### config.mk
export PLATFORM = sky130hd
export DESIGN_NAME = vga_fb_arbiter_flat
export DESIGN_NICKNAME = d
export VERILOG_FILES = /design/src/rtl/vga_fb_arbiter_if.sv /design/src/rtl/vga_fb_arbiter.sv /design/src/flat_wrapper.sv
export SDC_FILE = /design/constraint.sdc
export NUM_CORES = 1
export LEC_CHECK = 0
export ABC_AREA = 1
export CAP_MARGIN = 5
export CORE_UTILIZATION = 47
export DETAILED_ROUTE_END_ITERATION = 12
export PLACE_DENSITY = 0.86
export SYNTH_ARGS = -nofsm -noshare
export SYNTH_HDL_FRONTEND = slang
export SYNTH_SLANG_ARGS = --single-unit
### constraint.sdc
create_clock -name clk_25 -period 4.8 [get_ports clk_25]
set_input_delay 0.96 -clock clk_25 [delete_from_list [all_inputs] [get_ports clk_25]]
set_output_delay 0.96 -clock clk_25 [all_outputs]
set_load 0.05 [all_outputs]
### src/rtl/vga_fb_arbiter_if.sv
// CPU-side access port of the frame-buffer arbiter.
// The CPU side is the master, the arbiter is the slave.
interface vga_fb_arbiter_if #(
    parameter int ADDR_W = 15,
    parameter int DATA_W = 8
);
    logic              cpu_req;
    logic              cpu_we;
    logic [ADDR_W-1:0] cpu_addr;
    logic [DATA_W-1:0] cpu_wdata;
    logic              cpu_vblank_only;
    logic              cpu_ack;
    logic              cpu_rvalid;
    logic [DATA_W-1:0] cpu_rdata;

    modport master (
        output cpu_req, cpu_we, cpu_addr, cpu_wdata, cpu_vblank_only,
        input  cpu_ack, cpu_rvalid, cpu_rdata
    );

    modport slave (
        input  cpu_req, cpu_we, cpu_addr, cpu_wdata, cpu_vblank_only,
        output cpu_ack, cpu_rvalid, cpu_rdata
    );
endinterface

### src/rtl/vga_fb_arbiter.sv
// Frame-buffer arbiter: one single-port synchronous RAM shared between VGA
// scan-out (absolute priority, one fetch per 4 display pixels) and a CPU
// read/write port. Stored pixels are RGB332, replicated 4x4 on the display.
module vga_fb_arbiter #(
    parameter int FB_W   = 160,
    parameter int FB_H   = 120,
    parameter int ADDR_W = 15,
    parameter int DATA_W = 8
) (
    input  logic              clk_25,
    input  logic              rst,
    input  logic [9:0]        vga_x,
    input  logic [9:0]        vga_y,
    input  logic              vga_active,
    input  logic              disp_done,
    vga_fb_arbiter_if.slave   cpu,
    output logic [ADDR_W-1:0] mem_addr,
    output logic [DATA_W-1:0] mem_wdata,
    output logic              mem_we,
    input  logic [DATA_W-1:0] mem_rdata,
    output logic [7:0]        pix_r,
    output logic [7:0]        pix_g,
    output logic [7:0]        pix_b,
    output logic [15:0]       frame_count
);
    localparam logic [ADDR_W:0] FB_SIZE = (ADDR_W+1)'(FB_W * FB_H);

    typedef enum logic {IDLE, RDATA} state_t;

    state_t            state_q, state_d;
    logic [ADDR_W-1:0] mem_addr_q, mem_addr_d;
    logic [DATA_W-1:0] mem_wdata_q, mem_wdata_d;
    logic              mem_we_d;
    logic              ack_d, rvalid_d;
    logic [DATA_W-1:0] rdata_d;
    logic              rd_oor_q;
    logic              fetch_d1_q, active_d1_q, active_d2_q;
    logic [DATA_W-1:0] hold_q;
    logic              dd_q, in_vblank_q;
    logic [15:0]       frame_count_q;

    // Fetch slot: first display pixel of every 4-wide group.
    logic              fetch;
    logic [ADDR_W-1:0] vy, vx, row_base, fetch_addr;
    logic              in_range, dd_rise;
    logic              unused_bits;

    assign fetch       = vga_active && (vga_x[1:0] == 2'b00);
    assign vy          = ADDR_W'(vga_y[9:2]);
    assign vx          = ADDR_W'(vga_x[9:2]);
    assign unused_bits = ^vga_y[1:0];

    // Row base address; the 160-wide case avoids a multiplier.
    if (FB_W == 160) begin : g_mul160
        assign row_base = (vy << 7) + (vy << 5);
    end else begin : g_mul
        assign row_base = vy * ADDR_W'(FB_W);
    end

    assign fetch_addr = row_base + vx;
    assign in_range   = {1'b0, cpu.cpu_addr} < FB_SIZE;
    assign dd_rise    = disp_done && !dd_q;

    // Bus mux and CPU FSM: scan-out first, CPU only in non-fetch IDLE cycles.
    always_comb begin
        state_d     = state_q;
        ack_d       = 1'b0;
        rvalid_d    = 1'b0;
        rdata_d     = '0;
        mem_addr_d  = fetch ? fetch_addr : mem_addr_q;
        mem_wdata_d = mem_wdata_q;
        mem_we_d    = 1'b0;
        case (state_q)
            IDLE: begin
                if (!fetch && cpu.cpu_req && (!cpu.cpu_vblank_only || in_vblank_q)) begin
                    ack_d       = 1'b1;
                    mem_addr_d  = cpu.cpu_addr;
                    mem_wdata_d = cpu.cpu_wdata;
                    mem_we_d    = cpu.cpu_we && in_range;
                    if (!cpu.cpu_we) state_d = RDATA;
                end
            end
            RDATA: begin
                rvalid_d = 1'b1;
                rdata_d  = rd_oor_q ? '0 : mem_rdata;
                state_d  = IDLE;
            end
        endcase
        // Outputs are forced low for the whole time reset is held.
        if (!rst) begin
            ack_d       = 1'b0;
            rvalid_d    = 1'b0;
            rdata_d     = '0;
            mem_addr_d  = '0;
            mem_wdata_d = '0;
            mem_we_d    = 1'b0;
        end
    end

    // FSM state, last bus values and the out-of-range flag of a pending read.
    always_ff @(posedge clk_25 or negedge rst) begin
        if (!rst) begin
            state_q     <= IDLE;
            mem_addr_q  <= '0;
            mem_wdata_q <= '0;
            rd_oor_q    <= 1'b0;
        end else begin
            state_q     <= state_d;
            mem_addr_q  <= mem_addr_d;
            mem_wdata_q <= mem_wdata_d;
            if (ack_d && !cpu.cpu_we) rd_oor_q <= !in_range;
        end
    end

    // Two-stage pixel pipeline: RAM latency then the hold register.
    always_ff @(posedge clk_25 or negedge rst) begin
        if (!rst) begin
            fetch_d1_q  <= 1'b0;
            active_d1_q <= 1'b0;
            active_d2_q <= 1'b0;
            hold_q      <= '0;
        end else begin
            fetch_d1_q  <= fetch;
            active_d1_q <= vga_active;
            active_d2_q <= active_d1_q;
            if (fetch_d1_q) hold_q <= mem_rdata;
        end
    end

    // Vertical-blank window and frame counter, both keyed off disp_done's rise.
    always_ff @(posedge clk_25 or negedge rst) begin
        if (!rst) begin
            dd_q          <= 1'b0;
            in_vblank_q   <= 1'b0;
            frame_count_q <= '0;
        end else begin
            dd_q <= disp_done;
            if (dd_rise) begin
                in_vblank_q   <= 1'b1;
                frame_count_q <= frame_count_q + 16'd1;
            end else if (vga_active) begin
                in_vblank_q   <= 1'b0;
            end
        end
    end

    assign mem_addr       = mem_addr_d;
    assign mem_wdata      = mem_wdata_d;
    assign mem_we         = mem_we_d;
    assign cpu.cpu_ack    = ack_d;
    assign cpu.cpu_rvalid = rvalid_d;
    assign cpu.cpu_rdata  = rdata_d;
    assign frame_count    = frame_count_q;

    // RGB332 expanded to 8 bits per channel by bit replication.
    assign pix_r = active_d2_q ? {hold_q[7:5], hold_q[7:5], hold_q[7:6]} : 8'd0;
    assign pix_g = active_d2_q ? {hold_q[4:2], hold_q[4:2], hold_q[4:3]} : 8'd0;
    assign pix_b = active_d2_q ? {4{hold_q[1:0]}} : 8'd0;
endmodule

### src/flat_wrapper.sv
// flat-port wrapper written by rule: the top's interface ports become plain ports
module vga_fb_arbiter_flat 
#(
    parameter int FB_W   = 160,
    parameter int FB_H   = 120,
    parameter int ADDR_W = 15,
    parameter int DATA_W = 8
)
  (clk_25, rst, vga_x, vga_y, vga_active, disp_done, mem_addr, mem_wdata, mem_we, mem_rdata, pix_r, pix_g, pix_b, frame_count, cpu_cpu_req, cpu_cpu_we, cpu_cpu_addr, cpu_cpu_wdata, cpu_cpu_vblank_only, cpu_cpu_ack, cpu_cpu_rvalid, cpu_cpu_rdata);
  vga_fb_arbiter_if #(.ADDR_W(ADDR_W), .DATA_W(DATA_W)) cpu_i ();
  input  logic clk_25;
  input  logic rst;
  input  logic [9:0] vga_x;
  input  logic [9:0] vga_y;
  input  logic vga_active;
  input  logic disp_done;
  output logic [ADDR_W-1:0] mem_addr;
  output logic [DATA_W-1:0] mem_wdata;
  output logic mem_we;
  input  logic [DATA_W-1:0] mem_rdata;
  output logic [7:0] pix_r;
  output logic [7:0] pix_g;
  output logic [7:0] pix_b;
  output logic [15:0] frame_count;
  input wire logic [$bits(cpu_i.cpu_req)-1:0] cpu_cpu_req;
  input wire logic [$bits(cpu_i.cpu_we)-1:0] cpu_cpu_we;
  input wire logic [$bits(cpu_i.cpu_addr)-1:0] cpu_cpu_addr;
  input wire logic [$bits(cpu_i.cpu_wdata)-1:0] cpu_cpu_wdata;
  input wire logic [$bits(cpu_i.cpu_vblank_only)-1:0] cpu_cpu_vblank_only;
  output wire logic [$bits(cpu_i.cpu_ack)-1:0] cpu_cpu_ack;
  output wire logic [$bits(cpu_i.cpu_rvalid)-1:0] cpu_cpu_rvalid;
  output wire logic [$bits(cpu_i.cpu_rdata)-1:0] cpu_cpu_rdata;
  assign cpu_i.cpu_req = cpu_cpu_req;
  assign cpu_i.cpu_we = cpu_cpu_we;
  assign cpu_i.cpu_addr = cpu_cpu_addr;
  assign cpu_i.cpu_wdata = cpu_cpu_wdata;
  assign cpu_i.cpu_vblank_only = cpu_cpu_vblank_only;
  assign cpu_cpu_ack = cpu_i.cpu_ack;
  assign cpu_cpu_rvalid = cpu_i.cpu_rvalid;
  assign cpu_cpu_rdata = cpu_i.cpu_rdata;
  vga_fb_arbiter #(.FB_W(FB_W), .FB_H(FB_H), .ADDR_W(ADDR_W), .DATA_W(DATA_W)) u_core (.clk_25(clk_25), .rst(rst), .vga_x(vga_x), .vga_y(vga_y), .vga_active(vga_active), .disp_done(disp_done), .cpu(cpu_i), .mem_addr(mem_addr), .mem_wdata(mem_wdata), .mem_we(mem_we), .mem_rdata(mem_rdata), .pix_r(pix_r), .pix_g(pix_g), .pix_b(pix_b), .frame_count(frame_count));
endmodule
met1.png
Cells faint in the background.
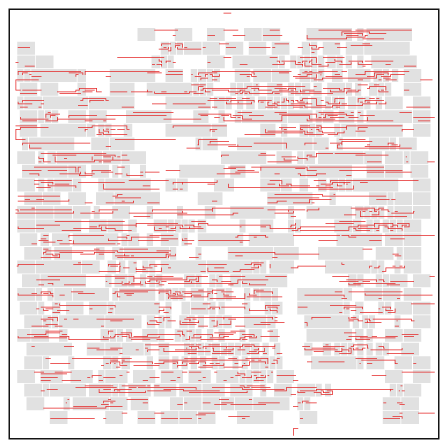
The wires run mostly horizontal. The layer carries 3230 um of wire. The layer holds 42% of the routed length. 510 nets have wire on it.
GR Util met1: 26.4%
routed via count: 2969
DRT Wirelength: 7640 um

met2.png
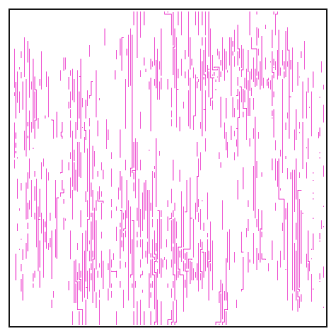
The wires run mostly vertical. The layer carries 3620 um of wire.

==> metrics.cfg <==
[run]
maxCapViolations = 0

[status]
status = finished, final reports clean

[logic_synthesis]
yosys-top-cells-area = dfrtp_1 (42%), nand2_1 (14%), inv_1 (6.4%), ha_1 (6.2%), nor2_1 (4.9%)
async_reset_ff_share_pct = 100
edf_count = 0
top_cells_by_count = nand2_1 (119), inv_1 (55), dfrtp_1 (54), nor2_1 (42), nand3_1 (26)
synth_area_leader_cell = dfrtp_1
ys_area_um2 = 3250
top_cell_area_share_pct = 41.6
synth.distinct_cells = 36
yosysMostFrequentCell = nand2_1

[clock_network]
htree_levels = 2
insertion_delay_ps = 310
clk_pin_slew_ps = 100
cts_buffer_depth = 2

[layout]
layout-drive-gt1-share_pct = 6.97
diodes = 0
stdcell_area_um2 = 4620
nNetsFinal = 606

[timing]
min_period_over_period_pct = 91.1
slew-limit-headroom_pct = 64.0
final-max-slew-violation-count = 0
min_period_ps = 4370
rsz0062_at_grt = false
fmax_mhz = 229

[critical_path]
cp_data_required_time_ps = 3840
critPathMaxFanout = 3
critPathLaunch = vga_y[4]
critical-path-slowest-cell = clkdlybuf4s50_1
critPathTopFamily = adder cells
end_kind = primary output
worstReg2RegStart = u_core.in_vblank_q
cp-start-kind = input port

[place]
hpwl_um = 6180

[routing]
ant_nets = 0
route.detailed.vias_per_inst = 4.88

[global_routing]
grt_max_degree = 33
grt_pass1_wl_um = 12700
antenna_found_initial = 0

[power]
p_total_mw = 1.48
power.density_nw_per_um2 = 320

[worst_hold_path]
hold_path.class = reg -> reg

met3.png
Cells faint in the background.
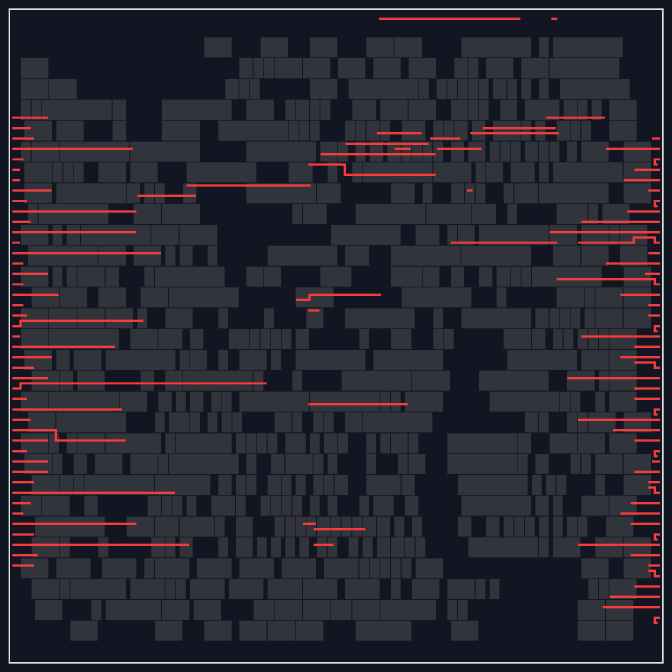
The layer holds 9.0% of the routed length. The layer carries 687 um of wire. 107 nets have wire on it. The wires run mostly horizontal. The longest straight run is 32.0 um.
GR Util met3: 7.59%

final_congestion.png
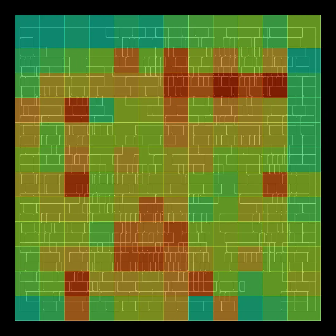
All-Layer GR Usage: 22.2%
Avg WL per Cell: 12.6 um
fin util: 71.1%
met2 usage: 38.2%

## per-layer routing
metal  global-route usage (%)  wire (um)  vias up
met5                        0          0        -
met4                     6.16        104        0
met3                     7.59        687       10
met2                     38.2       3620      127
met1                     26.4       3230     1322
li1                         -          -     1510
## where the power goes
part           internal, mW  total [mW]  switching, mW
clock network         0.132       0.278          0.146
logic                 0.230       0.646          0.416
registers             0.510       0.552         0.0421
## registers in the layout, summed over array words and instances (netlist names)
signal,cells
u_core.active_d1_q,1
u_core.active_d2_q,1
u_core.dd_q,1
u_core.fetch_d1_q,1
u_core.frame_count,16
u_core.hold_q,8
u_core.in_vblank_q,1
u_core.mem_addr_q,15
u_core.mem_wdata_q,8
u_core.rd_oor_q,1
u_core.state_q,1
## cells in the final DEF (no fill, tap or decap), types with 5 or more instances in the layout
master | synthesis | layout
clkdlybuf4s50_1 | 0 | 120
nand2_1 | 119 | 119
inv_1 | 55 | 55
dfrtp_1 | 54 | 54
nor2_1 | 42 | 42
nand3_1 | 26 | 26
ha_1 | 16 | 16
a21oi_1 | 11 | 11
o21ai_0 | 9 | 9
xor2_1 | 9 | 9
clkbuf_8 | 0 | 7
o21ai_1 | 6 | 6
nor2_2 | 5 | 5
buf_12 | 0 | 5
buf_4 | 18 | 5
## cells by family (layout without fill, tap and decap cells)
logic type,count (synthesis),in the layout,synth area share [%]
fa+ha+maj,18,18,7.40
flops,54,54,41.6
simple gates,212,212,28.2
mux,4,4,1.23
xor+xnor,13,13,3.51
compound gates,32,32,5.59
buf+inv,85,198,12.4
## metrics by stage
stage / std cells / utilization, % / worst slack (ps)
6_report: 608 / 71.1 / 426
5_1_grt: 608 / 71.1 / 255
4_1_cts: 608 / 71.1 / 426
3_5_place_dp: 600 / 69.4 / 439
3_3_place_gp: 600 / 69.4 / 439
2_1_floorplan: 418 / - / 794
## final timing paths
| path | cells after the start | slack (ps) | end |
|---|---|---|---|
| setup / recovery | 12 | 430 | mem_addr[10] |
| hold / removal | 0 | 360 | u_core.active_d2_q |
| setup reg to reg | 9 | 3270 | u_core.mem_addr_q[9] |
| hold reg to reg | 0 | 360 | u_core.active_d2_q |
| max in group asynchronous | 2 | 3650 | u_core.hold_q[0] |
| min in group asynchronous | 1 | 500 | u_core.mem_addr_q[11] |
## layout make-up
cell class	count	area, um^2
fillers	517	1880
flip-flops and latches	54	1350
clock buffers	7	96.3
clock inverters	1	8.76
repair buffers	131	1340
multi-input cells	279	1490
well taps	77	96.3
inverters	59	228
Power and IR drop assume default switching activity.
